`src/rtl/ram_arbiter_pkg.sv`:
```
//------------------------------------------------------------------------------
// ram_arbiter_pkg : shared FSM state encodings and port identifiers
// Revision 1.0
//------------------------------------------------------------------------------
`default_nettype none

package ram_arbiter_pkg;

  typedef enum logic [1:0] {
    ARB_IDLE   = 2'b00,
    ARB_ACCESS = 2'b01,
    ARB_RESP   = 2'b10
  } arb_state_e;

  localparam logic ARB_PORT0 = 1'b0;
  localparam logic ARB_PORT1 = 1'b1;

endpackage

`default_nettype wire

```
`src/rtl/ram_arbiter_arb_priority_pick.sv`:
```
//------------------------------------------------------------------------------
// arb_priority_pick : combinational two-port winner selection
// Build option ARB_ROUND_ROBIN_EN: base priority alternates against last grant.
// Revision 1.0
//------------------------------------------------------------------------------
`default_nettype none

module arb_priority_pick
  import ram_arbiter_pkg::*;
(
  input  logic req0_i,
  input  logic req1_i,
  input  logic last_gnt_i,
  input  logic starve_i,
  output logic gnt_o
);

  logic w_base;

`ifdef ARB_ROUND_ROBIN_EN
  assign w_base = ~last_gnt_i;
`else
  logic w_unused_last_gnt;
  assign w_unused_last_gnt = last_gnt_i;
  assign w_base            = ARB_PORT0;
`endif

  // A starved non-base port overrides base priority only on a genuine tie.
  always_comb begin
    gnt_o = ARB_PORT0;
    if (req0_i && req1_i) begin
      gnt_o = starve_i ? ~w_base : w_base;
    end else if (req1_i) begin
      gnt_o = ARB_PORT1;
    end
  end

endmodule

`default_nettype wire

```
`src/rtl/ram_arbiter.sv`:
```
//------------------------------------------------------------------------------
// ram_arbiter : serialises two masters onto one data RAM (IDLE/ACCESS/RESP)
// Build option ARB_ROUND_ROBIN_EN selects alternating tie priority.
// Revision 1.0
//------------------------------------------------------------------------------
`default_nettype none

module ram_arbiter
  import ram_arbiter_pkg::*;
#(
  parameter int ADDR_WIDTH = 32,
  parameter int DATA_WIDTH = 32,
  parameter int WAIT_LIMIT = 8
) (
  input  logic                  clk,
  input  logic                  reset_n,
  input  logic                  m0_req,
  input  logic                  m0_we,
  input  logic [ADDR_WIDTH-1:0] m0_addr,
  input  logic [DATA_WIDTH-1:0] m0_wdata,
  output logic [DATA_WIDTH-1:0] m0_rdata,
  output logic                  m0_ack,
  input  logic                  m1_req,
  input  logic                  m1_we,
  input  logic [ADDR_WIDTH-1:0] m1_addr,
  input  logic [DATA_WIDTH-1:0] m1_wdata,
  output logic [DATA_WIDTH-1:0] m1_rdata,
  output logic                  m1_ack,
  output logic                  mem_wr_sig,
  output logic [DATA_WIDTH-1:0] mem_wr_data,
  output logic [ADDR_WIDTH-1:0] mem_addr,
  input  logic [DATA_WIDTH-1:0] mem_rd_data
);

  localparam int              C_CW           = (WAIT_LIMIT < 1) ? 1 : $clog2(WAIT_LIMIT + 1);
  localparam logic [C_CW-1:0] C_WAIT_LIMIT   = C_CW'(WAIT_LIMIT);
`ifdef ARB_ROUND_ROBIN_EN
  localparam logic            C_LAST_GNT_RST = ARB_PORT1;
`else
  localparam logic            C_LAST_GNT_RST = ARB_PORT0;
`endif

  arb_state_e            state_q,    state_d;
  logic                  gnt_q,      gnt_d;
  logic                  we_q,       we_d;
  logic [ADDR_WIDTH-1:0] addr_q,     addr_d;
  logic [DATA_WIDTH-1:0] wdata_q,    wdata_d;
  logic                  m0_ack_q,   m0_ack_d;
  logic                  m1_ack_q,   m1_ack_d;
  logic [DATA_WIDTH-1:0] m0_rdata_q, m0_rdata_d;
  logic [DATA_WIDTH-1:0] m1_rdata_q, m1_rdata_d;
  logic [C_CW-1:0]       wait_q,     wait_d;
  logic                  last_gnt_q, last_gnt_d;

  logic w_any_req;
  logic w_starve;
  logic w_pick;

  assign w_any_req = m0_req | m1_req;
  assign w_starve  = (wait_q == C_WAIT_LIMIT);

  arb_priority_pick u_pick (
    .req0_i     (m0_req),
    .req1_i     (m1_req),
    .last_gnt_i (last_gnt_q),
    .starve_i   (w_starve),
    .gnt_o      (w_pick)
  );

  always_ff @(posedge clk or negedge reset_n) begin
    if (!reset_n) begin
      state_q    <= ARB_IDLE;
      gnt_q      <= ARB_PORT0;
      we_q       <= 1'b0;
      addr_q     <= '0;
      wdata_q    <= '0;
      m0_ack_q   <= 1'b0;
      m1_ack_q   <= 1'b0;
      m0_rdata_q <= '0;
      m1_rdata_q <= '0;
      wait_q     <= '0;
      last_gnt_q <= C_LAST_GNT_RST;
    end else begin
      state_q    <= state_d;
      gnt_q      <= gnt_d;
      we_q       <= we_d;
      addr_q     <= addr_d;
      wdata_q    <= wdata_d;
      m0_ack_q   <= m0_ack_d;
      m1_ack_q   <= m1_ack_d;
      m0_rdata_q <= m0_rdata_d;
      m1_rdata_q <= m1_rdata_d;
      wait_q     <= wait_d;
      last_gnt_q <= last_gnt_d;
    end
  end

  always_comb begin
    state_d    = state_q;
    gnt_d      = gnt_q;
    we_d       = we_q;
    addr_d     = addr_q;
    wdata_d    = wdata_q;
    m0_ack_d   = 1'b0;
    m1_ack_d   = 1'b0;
    m0_rdata_d = m0_rdata_q;
    m1_rdata_d = m1_rdata_q;
    wait_d     = wait_q;
    last_gnt_d = last_gnt_q;

    case (state_q)
      ARB_IDLE: begin
        if (w_any_req) begin
          state_d    = ARB_ACCESS;
          gnt_d      = w_pick;
          last_gnt_d = w_pick;
          if (w_pick == ARB_PORT1) begin
            we_d    = m1_we;
            addr_d  = m1_addr;
            wdata_d = m1_wdata;
          end else begin
            we_d    = m0_we;
            addr_d  = m0_addr;
            wdata_d = m0_wdata;
          end
`ifdef ARB_ROUND_ROBIN_EN
          // A switch of owner means the other port was served; a repeat means it waited.
          if (m0_req && m1_req && (w_pick == last_gnt_q)) begin
            if (wait_q != C_WAIT_LIMIT) wait_d = wait_q + 1'b1;
          end else if (w_pick != last_gnt_q) begin
            wait_d = '0;
          end
`else
          if (m1_req && (w_pick == ARB_PORT0)) begin
            if (wait_q != C_WAIT_LIMIT) wait_d = wait_q + 1'b1;
          end else if (w_pick == ARB_PORT1) begin
            wait_d = '0;
          end
`endif
        end
      end
      ARB_ACCESS: begin
        state_d = ARB_RESP;
        if (gnt_q == ARB_PORT1) begin
          m1_ack_d = 1'b1;
          if (!we_q) m1_rdata_d = mem_rd_data;
        end else begin
          m0_ack_d = 1'b1;
          if (!we_q) m0_rdata_d = mem_rd_data;
        end
      end
      ARB_RESP: begin
        state_d = ARB_IDLE;
      end
      default: begin
        state_d = ARB_IDLE;
      end
    endcase
  end

  // Derived from state so an asynchronous reset removes the write strobe at once.
  assign mem_wr_sig  = (state_q == ARB_ACCESS) & we_q;
  assign mem_wr_data = wdata_q;
  assign mem_addr    = addr_q;
  assign m0_ack      = m0_ack_q;
  assign m1_ack      = m1_ack_q;
  assign m0_rdata    = m0_rdata_q;
  assign m1_rdata    = m1_rdata_q;

endmodule

`default_nettype wire

```
`config.mk`:
```
export PLATFORM = sky130hd
export DESIGN_NAME = ram_arbiter
export DESIGN_NICKNAME = d
export VERILOG_FILES = /design/src/rtl/ram_arbiter_pkg.sv /design/src/rtl/ram_arbiter_arb_priority_pick.sv /design/src/rtl/ram_arbiter.sv
export SDC_FILE = /design/constraint.sdc
export NUM_CORES = 1
export LEC_CHECK = 0
export ABC_AREA = 1
export ABC_CLOCK_PERIOD_IN_PS = 2050
export CORE_ASPECT_RATIO = 1.1
export CORE_MARGIN = 2
export CORE_UTILIZATION = 43
export CTS_BUF_LIST = sky130_fd_sc_hd__clkbuf_8
export CTS_CLUSTER_SIZE = 40
export DETAILED_ROUTE_END_ITERATION = 10
export GPL_TIMING_DRIVEN = 1
export PLACE_DENSITY = 0.83
export SKIP_LAST_GASP = 1
export SYNTH_ARGS = -nofsm -noshare
export SYNTH_HDL_FRONTEND = slang
export SYNTH_HIERARCHICAL = 1
export SYNTH_SLANG_ARGS = --single-unit
```
`constraint.sdc`:
```
create_clock -name clk -period 2.05 [get_ports clk]
set_clock_uncertainty 0.2 [all_clocks]
set_input_delay 0.41 -clock clk [delete_from_list [all_inputs] [get_ports clk]]
set_output_delay 0.41 -clock clk [all_outputs]
set_load 0.05 [all_outputs]
```
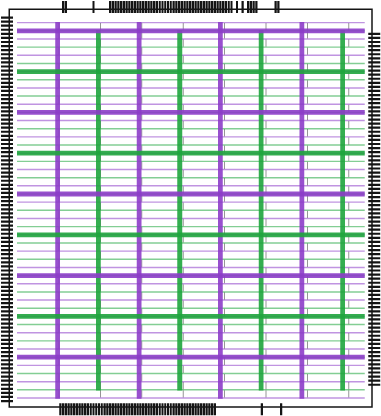
run_1/pdn.png
Scale: 3 px per um. Pins as bars on the die edge. Tap cells in gray.
[purple] VSS
[green] VDD
met5 straps: 9
met1 rails: 47
rows: 46

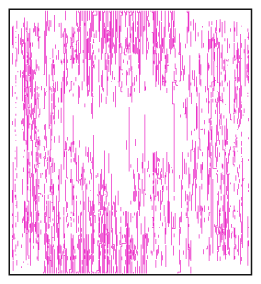
run_1/met2.png
Scale: 2 px per um.
main direction: vertical
nets with wire on the layer: 958
longest straight run: 49.3 um

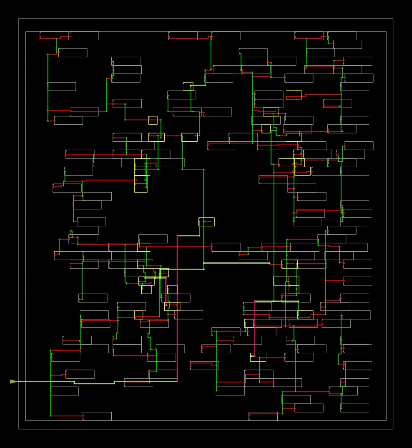
run_1/final_clocks.png
Worst-Skew Late Latency: 0.43 ns
P_clk: 2.10 mW
number of sequential cells: 138

## run 1: where the power goes
| group | internal (mW) | switching (mW) | total [mW] |
|---|---|---|---|
| logic | 2.97 | 6.90 | 9.86 |
| registers | 4.03 | 0.744 | 4.77 |
| clock network | 0.916 | 1.18 | 2.10 |
| total | 7.91 | 8.82 | 16.7 |
## run 1: layer usage
layer  global-route usage, %  vias up  wire (um)
li1                        -     2957          -
met1                    26.2     2641       7360
met2                    36.9      235       8630
met3                    7.83       24       1540
met4                    6.65        0        352
met5                       0        -          0
## run 1: metrics by stage
step	power, mW	worst slack (ns)	util (%)	cells
2_1_floorplan	11.6	0.128	-	778
3_3_place_gp	14.5	0.0398	63.5	1244
3_5_place_dp	14.7	0.00985	63.5	1244
4_1_cts	16.8	0.0676	66.2	1278
5_1_grt	17.7	-0.0388	66.8	1283
6_report	16.7	0.0825	66.8	1283
## run 1: flip-flops by register name, summed over array words and instances, names as in the netlist
register     flops
we_q             1
wait_q           4
m1_rdata        32
mem_addr        32
m0_ack           1
m1_ack           1
last_gnt_q       1
mem_wr_data     32
m0_rdata        32
state_q          2
## run 1: cell families after synthesis
logic type                 after synthesis
DFF                                    138
and+or+nand+nor                        358
AOI/OAI and AO/OA                      131
adders and majority gates                2
buffers and inverters                  148
xor gates and xnor gates                 1
## run 1: area by class of cell
cell class              instances  area, um^2  share of cell area, %
repair buffers                321        2950                   30.4
multi-input cells             492        2260                   23.4
clock buffers                  18         248                   2.56
inverters                     108         408                   4.21
flip-flops and latches        138        3450                   35.6
clock inverters                14         125                   1.29
well taps                     192         240                   2.48
## run 1: timing repair
item	4_1_cts	5_1_grt
endpoints found under the setup margin	1	3
gates resized	1	4
pin swaps	1	2
gates cloned	0	2
hold buffers	1	0
endpoints found under the hold margin	138	0
buffers inserted	1	3
==> impl_metrics.ini, run 1 <==
; implementation run metrics
[run_status]
status = completed

[grt]
antenna_found_initial = 0
track_usage_pct = 21.9
overflow = 0
grt_max_degree = 79

[worst_setup_path]
crit_chain = inv_1 -> ha_1 -> nand3_1 -> inv_1 -> nand3_1 -> nand2_4 -> buf_4 -> clkbuf_16 -> nand2_1 -> nand2_1 -> nand2_1 -> o21ai_0
critPathTopFamily = simple AND/OR/NAND/NOR gates
crit_arrival_ns = 2.12
crit_type = reg -> reg
cp_num_buf_inv = 4
cp_max_fo = 26
crit_cells = 12
reg2reg_from = wait_q[0]
crit_path_start = wait_q[0]
rrSetupSlack_ns = 0.08
startpoint_type = register

[drt]
drtPass1Iterations = 7
drt-total-wl_mm = 17.9
wl_per_cell_um = 13.9
drc_errors = 0
vias = 5857

[timing]
finalSetupViolations = 0
finalCritPeriodShare_pct = 96.0
clock.fmax_ghz = 0.508
hold_viol = 0
slew_headroom_pct = 51.1
drv_slew = 0

[synthesis]
synth_cell_type_count = 20
ys_cells = 778
ys_sh_simple_pct = 21.8
fp_nets = 946
top_area_share_pct = 53.9
async_flop_share_pct = 100
synth_dominant_cell_count = nand2_1
synth_area_leader_cell = dfrtp_1
flop_cell = dfrtp_1

[power_and_ir_drop]
power.leakage_nw = 5.03
p_per_area_mw_per_mm2 = 1730

[floorplan]
die_h_um = 132
fp.dieW_um = 120

[layout]
syn2layout_area_growth_pct = 51.1
most-common-layout-cells = nand2_1 (337), clkdlybuf4s50_1 (164), buf_4 (146), dfrtp_1 (138), inv_1 (106)

[placement]
place_area_mm2 = 0.00921

[run]
cap_violations = 0

[clock_tree]
cts_num_sinks = 138
root_buffer = clkbuf_8
cts_buffer_depth = 2

[worst_hold_path]
hold_class = in -> async
--- run 2 (diff from run 1) ---
CORE_ASPECT_RATIO = default   (was 1.1)
PLACE_DENSITY = 0.87   (was 0.83)
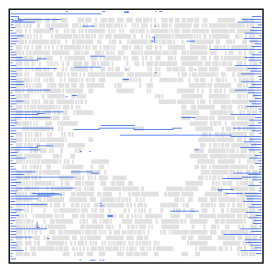
run_2/met3.png
Scale: 2 px per um. Cells faint in the background.
longest straight run: 55.4 um
share of all routed wire: 8.0%
wire length on this layer: 1410 um
DR vias: 5927
Routed WL: 17.6 mm
GR Layer Usage met3: 6.67%

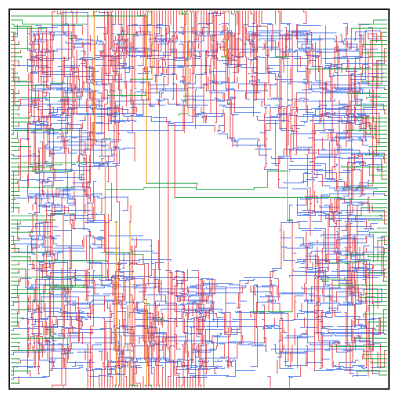
run_2/metal_stack.png
Scale: 3 px per um.
[green] met3 | wire length: 1410 um
[orange] met4 | wire length: 479 um
[blue] met1 | wire length: 6910 um
[red] met2 | wire length: 8820 um

==> run 2 against run 1 <==
Register-to-register slack gained 0.02 ns; combinational power is essentially flat; global-route usage grew 0.89 points; critical path depth is the same; wire length shrank 1.5%; worst hold slack gained 0.13 ns; critical path type unchanged; largest cell class unchanged; largest power group unchanged.
==> impl_metrics.ini, run 2 <==
; implementation run metrics
[grt]
grt_max_degree = 65
track_usage_pct = 22.8
use_met1_pct = 26.7
grt_busiest_layer = met2
antenna_found_initial = 0
overflow = 0
grt.met2_usage_pct = 39.2

[synthesis]
flop_cell = dfrtp_1
synth_dominant_cell_count = nand2_1
ys_cells = 778
fp_nets = 946
synth_area_leader_cell = dfrtp_1
async_flop_share_pct = 100
synth_cell_type_count = 20
ys_sh_simple_pct = 21.8

[run_status]
status = completed

[timing]
layout_setup_ws_ns = 0.100
slew_headroom_pct = 49.5
hold_viol = 0
finalCritPeriodShare_pct = 95.1
finalSetupViolations = 0

[clock_tree]
clkLatencyLatePin_ns = 0.42
cts_num_sinks = 138
root_buffer = clkbuf_8
cts_buffer_depth = 2

[worst_setup_path]
crit_chain = inv_1 -> ha_1 -> nand3_1 -> inv_1 -> nand3_1 -> nand2_4 -> inv_4 -> buf_12 -> nand2_1 -> nand2_1 -> nand2_1 -> o21ai_0
crit_arrival_ns = 2.05
critPathTopFamily = simple AND/OR/NAND/NOR gates
startpoint_type = register
crit_type = reg -> reg
rrSetupSlack_ns = 0.10
reg2reg_from = wait_q[0]
cp_max_fo = 26
cp_num_buf_inv = 4

[drt]
highest_layer = met4
wl_per_cell_um = 13.9
wl_met2_mm = 8.82
met1_length_mm = 6.91
drtPass1Iterations = 4
drc_errors = 0

[placement]
dp_cells = 1235

[layout]
comb_area_mm2 = 0.00226
postLayoutCoreUtil_pct = 66.2

[floorplan]
die_h_um = 126
fp.dieW_um = 126
## run 2: cell counts after synthesis
Identical to the previous run, type by type.
## run 2: power by group
part | leakage, nW | switching, mW | internal, mW
Sequential | 1.71 | 0.724 | 4.03
Combinational | 3.10 | 6.91 | 2.92
Clock | 0.190 | 1.09 | 1.08
## run 2: what timing repair did
item / 4_1_cts / 5_1_grt
cloned: 0 / 0
hold buffers: 1 / 0
endpoints found under the hold margin: 40 / 0
setup buffers: 1 / 1
gates resized: 2 / 5
endpoints found under the setup margin: 4 / 25
pin swaps: 1 / 1
## run 2: metrics by stage
step | cell area [um^2] | total power [mW] | hold WS (ns)
after floorplan | 6410 | 11.6 | -0.0856
after global placement | 9190 | 14.4 | 0.153
after detailed placement | 9190 | 14.6 | 0.151
after CTS | 9600 | 16.9 | 0.235
after global routing | 9630 | 17.7 | 0.263
final | 9630 | 16.8 | 0.267
## run 2: worst max-delay path by stage
stage                     startpoint              end  depth (start not counted)
final                      wait_q[0]   mem_wr_data[6]                         12
after global routing       wait_q[0]  mem_wr_data[26]                         12
after CTS                  wait_q[0]   mem_wr_data[6]                         11
after detailed placement      m0_req  mem_wr_data[21]                          8
after global placement        m0_req  mem_wr_data[21]                          8
after floorplan           state_q[1]       mem_wr_sig                          3
## run 2: worst register-to-register path, stage by stage, from the launching register on
cell and delay [ns]:
dfrtp_1 0.41, inv_1 0.10, ha_1 0.15, nand3_1 0.09
inv_1 0.08, nand3_1 0.12, nand2_4 0.14, inv_4 0.08
buf_12 0.16, nand2_1 0.07, nand2_1 0.04, nand2_1 0.07
o21ai_0 0.10
## run 2: area by class of cell
type                       count  share of cell area [%]
clock inverter                15                    1.55
inverter                     108                    4.24
multi-input combinational    492                    23.5
timing repair buffer         316                    30.1
tap                          184                    2.39
sequential                   138                    35.9
clock buffer                  17                    2.43
--- run 3 (diff from run 2) ---
CTS_CLUSTER_SIZE = default   (was 40)
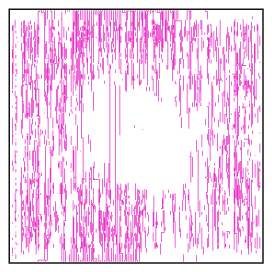
run_3/met2.png
Scale: 2 px per um.
share of all routed wire: 50%
nets with wire on the layer: 968
main direction: vertical
longest straight run: 74.1 um
wire length on this layer: 8820 um
met2 usage: 39.2%

==> run 3 against run 2 <==
Final cell count stayed put; sequential power hardly changed; critical path depth stayed put; utilization stayed put; flip-flop count stayed put; sequential share of layout area stayed put; synthesized area stayed put; combinational power hardly changed; non-clock buffer count stayed put; wire length stayed put; largest cell class unchanged.
==> impl_metrics.ini, run 3 <==
; implementation run metrics
[grt]
grt_max_degree = 65
track_usage_pct = 22.8

[layout]
most-common-layout-cells = nand2_1 (337), clkdlybuf4s50_1 (164), buf_4 (141), dfrtp_1 (138), inv_1 (108)
stdcell_count = 1270
flop_area_mm2 = 0.00345
comb_area_mm2 = 0.00226

[worst_setup_path]
crit_path_start = wait_q[0]
reg2reg_from = wait_q[0]
rrSetupSlack_ns = 0.10
crit_chain = inv_1 -> ha_1 -> nand3_1 -> inv_1 -> nand3_1 -> nand2_4 -> inv_4 -> buf_12 -> nand2_1 -> nand2_1 -> nand2_1 -> o21ai_0
startpoint_type = register
crit_arrival_ns = 2.05

[timing]
whs_ns = 0.267
finalCritPeriodShare_pct = 95.1
clock.fmax_ghz = 0.513
finalSetupViolations = 0
drv_slew = 0

[power_and_ir_drop]
p_per_area_mw_per_mm2 = 1740
power.total_mw = 16.8
power.leakage_nw = 5.00

[worst_hold_path]
hold_class = in -> async

[drt]
vias = 5927
drt-total-wl_mm = 17.6

[synthesis]
async_flop_share_pct = 100
ys_cells = 778
fp_nets = 946
synth_cell_type_count = 20
top_area_share_pct = 53.9

[placement]
dp_cells = 1235

[run_status]
status = completed

[run]
cap_violations = 0

[clock_tree]
root_buffer = clkbuf_8
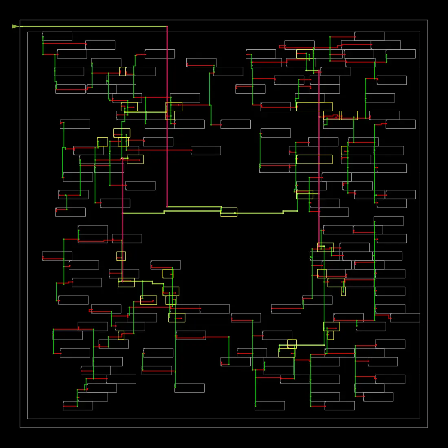
run_3/final_clocks.png
clock buffer count: 17
Worst-Skew Late Latency: 0.42 ns
P_clk: 2.17 mW
CTS buffer count: 17
number of sinks on the clock net: 138

==> run 3: cell counts after synthesis <==
No cell type changed its count.
==> run 3: cell type report <==
| cell class | instances | area share (%) |
|---|---|---|
| multi-input cells | 492 | 23.5 |
| clock inverters | 15 | 1.55 |
| inverters | 108 | 4.24 |
| clock buffers | 17 | 2.43 |
| flip-flops and latches | 138 | 35.9 |
| well taps | 184 | 2.39 |
| repair buffers | 316 | 30.1 |
==> run 3: layer usage <==
metal	vias up	track usage, %	share of wire [%]
li1	2951	-	-
met1	2701	26.7	39
met2	246	39.2	50
met3	29	6.67	8.0
met4	0	9.24	2.7
met5	-	0	0
==> run 3: logic make-up after synthesis <==
logic type / Yosys count / synth area share [%]
compound gates: 131 / 12.8
buf+inv: 148 / 11.0
fa+ha+maj: 2 / 0.390
xor+xnor: 1 / 0.137
simple gates: 358 / 21.8
flops: 138 / 53.9
==> run 3: what timing repair did <==
item | in CTS | in global routing
buffers inserted | 1 | 1
endpoints found under the hold margin | 40 | 0
hold buffers | 1 | 0
setup endpoints to repair | 4 | 25
gates resized | 2 | 5
pin swaps | 1 | 1
==> run 3: where the power goes <==
group | switching (mW) | leakage [nW] | internal (mW)
Clock | 1.09 | 0.190 | 1.08
Sequential | 0.724 | 1.71 | 4.03
Combinational | 6.91 | 3.10 | 2.92
Total | 8.72 | 5.00 | 8.03
==> run 3: worst max-delay path by stage <==
stage | to | slack, ns | depth (start not counted)
CTS | mem_wr_data[6] | 0.06 | 11
global placement | mem_wr_data[21] | -0.06 | 8
floorplan | mem_wr_sig | 0.13 | 3
detailed placement | mem_wr_data[21] | -0.11 | 8
finish | mem_wr_data[6] | 0.10 | 12
global route | mem_wr_data[26] | -0.006 | 12
Power is estimated from default activity; no workload was simulated.
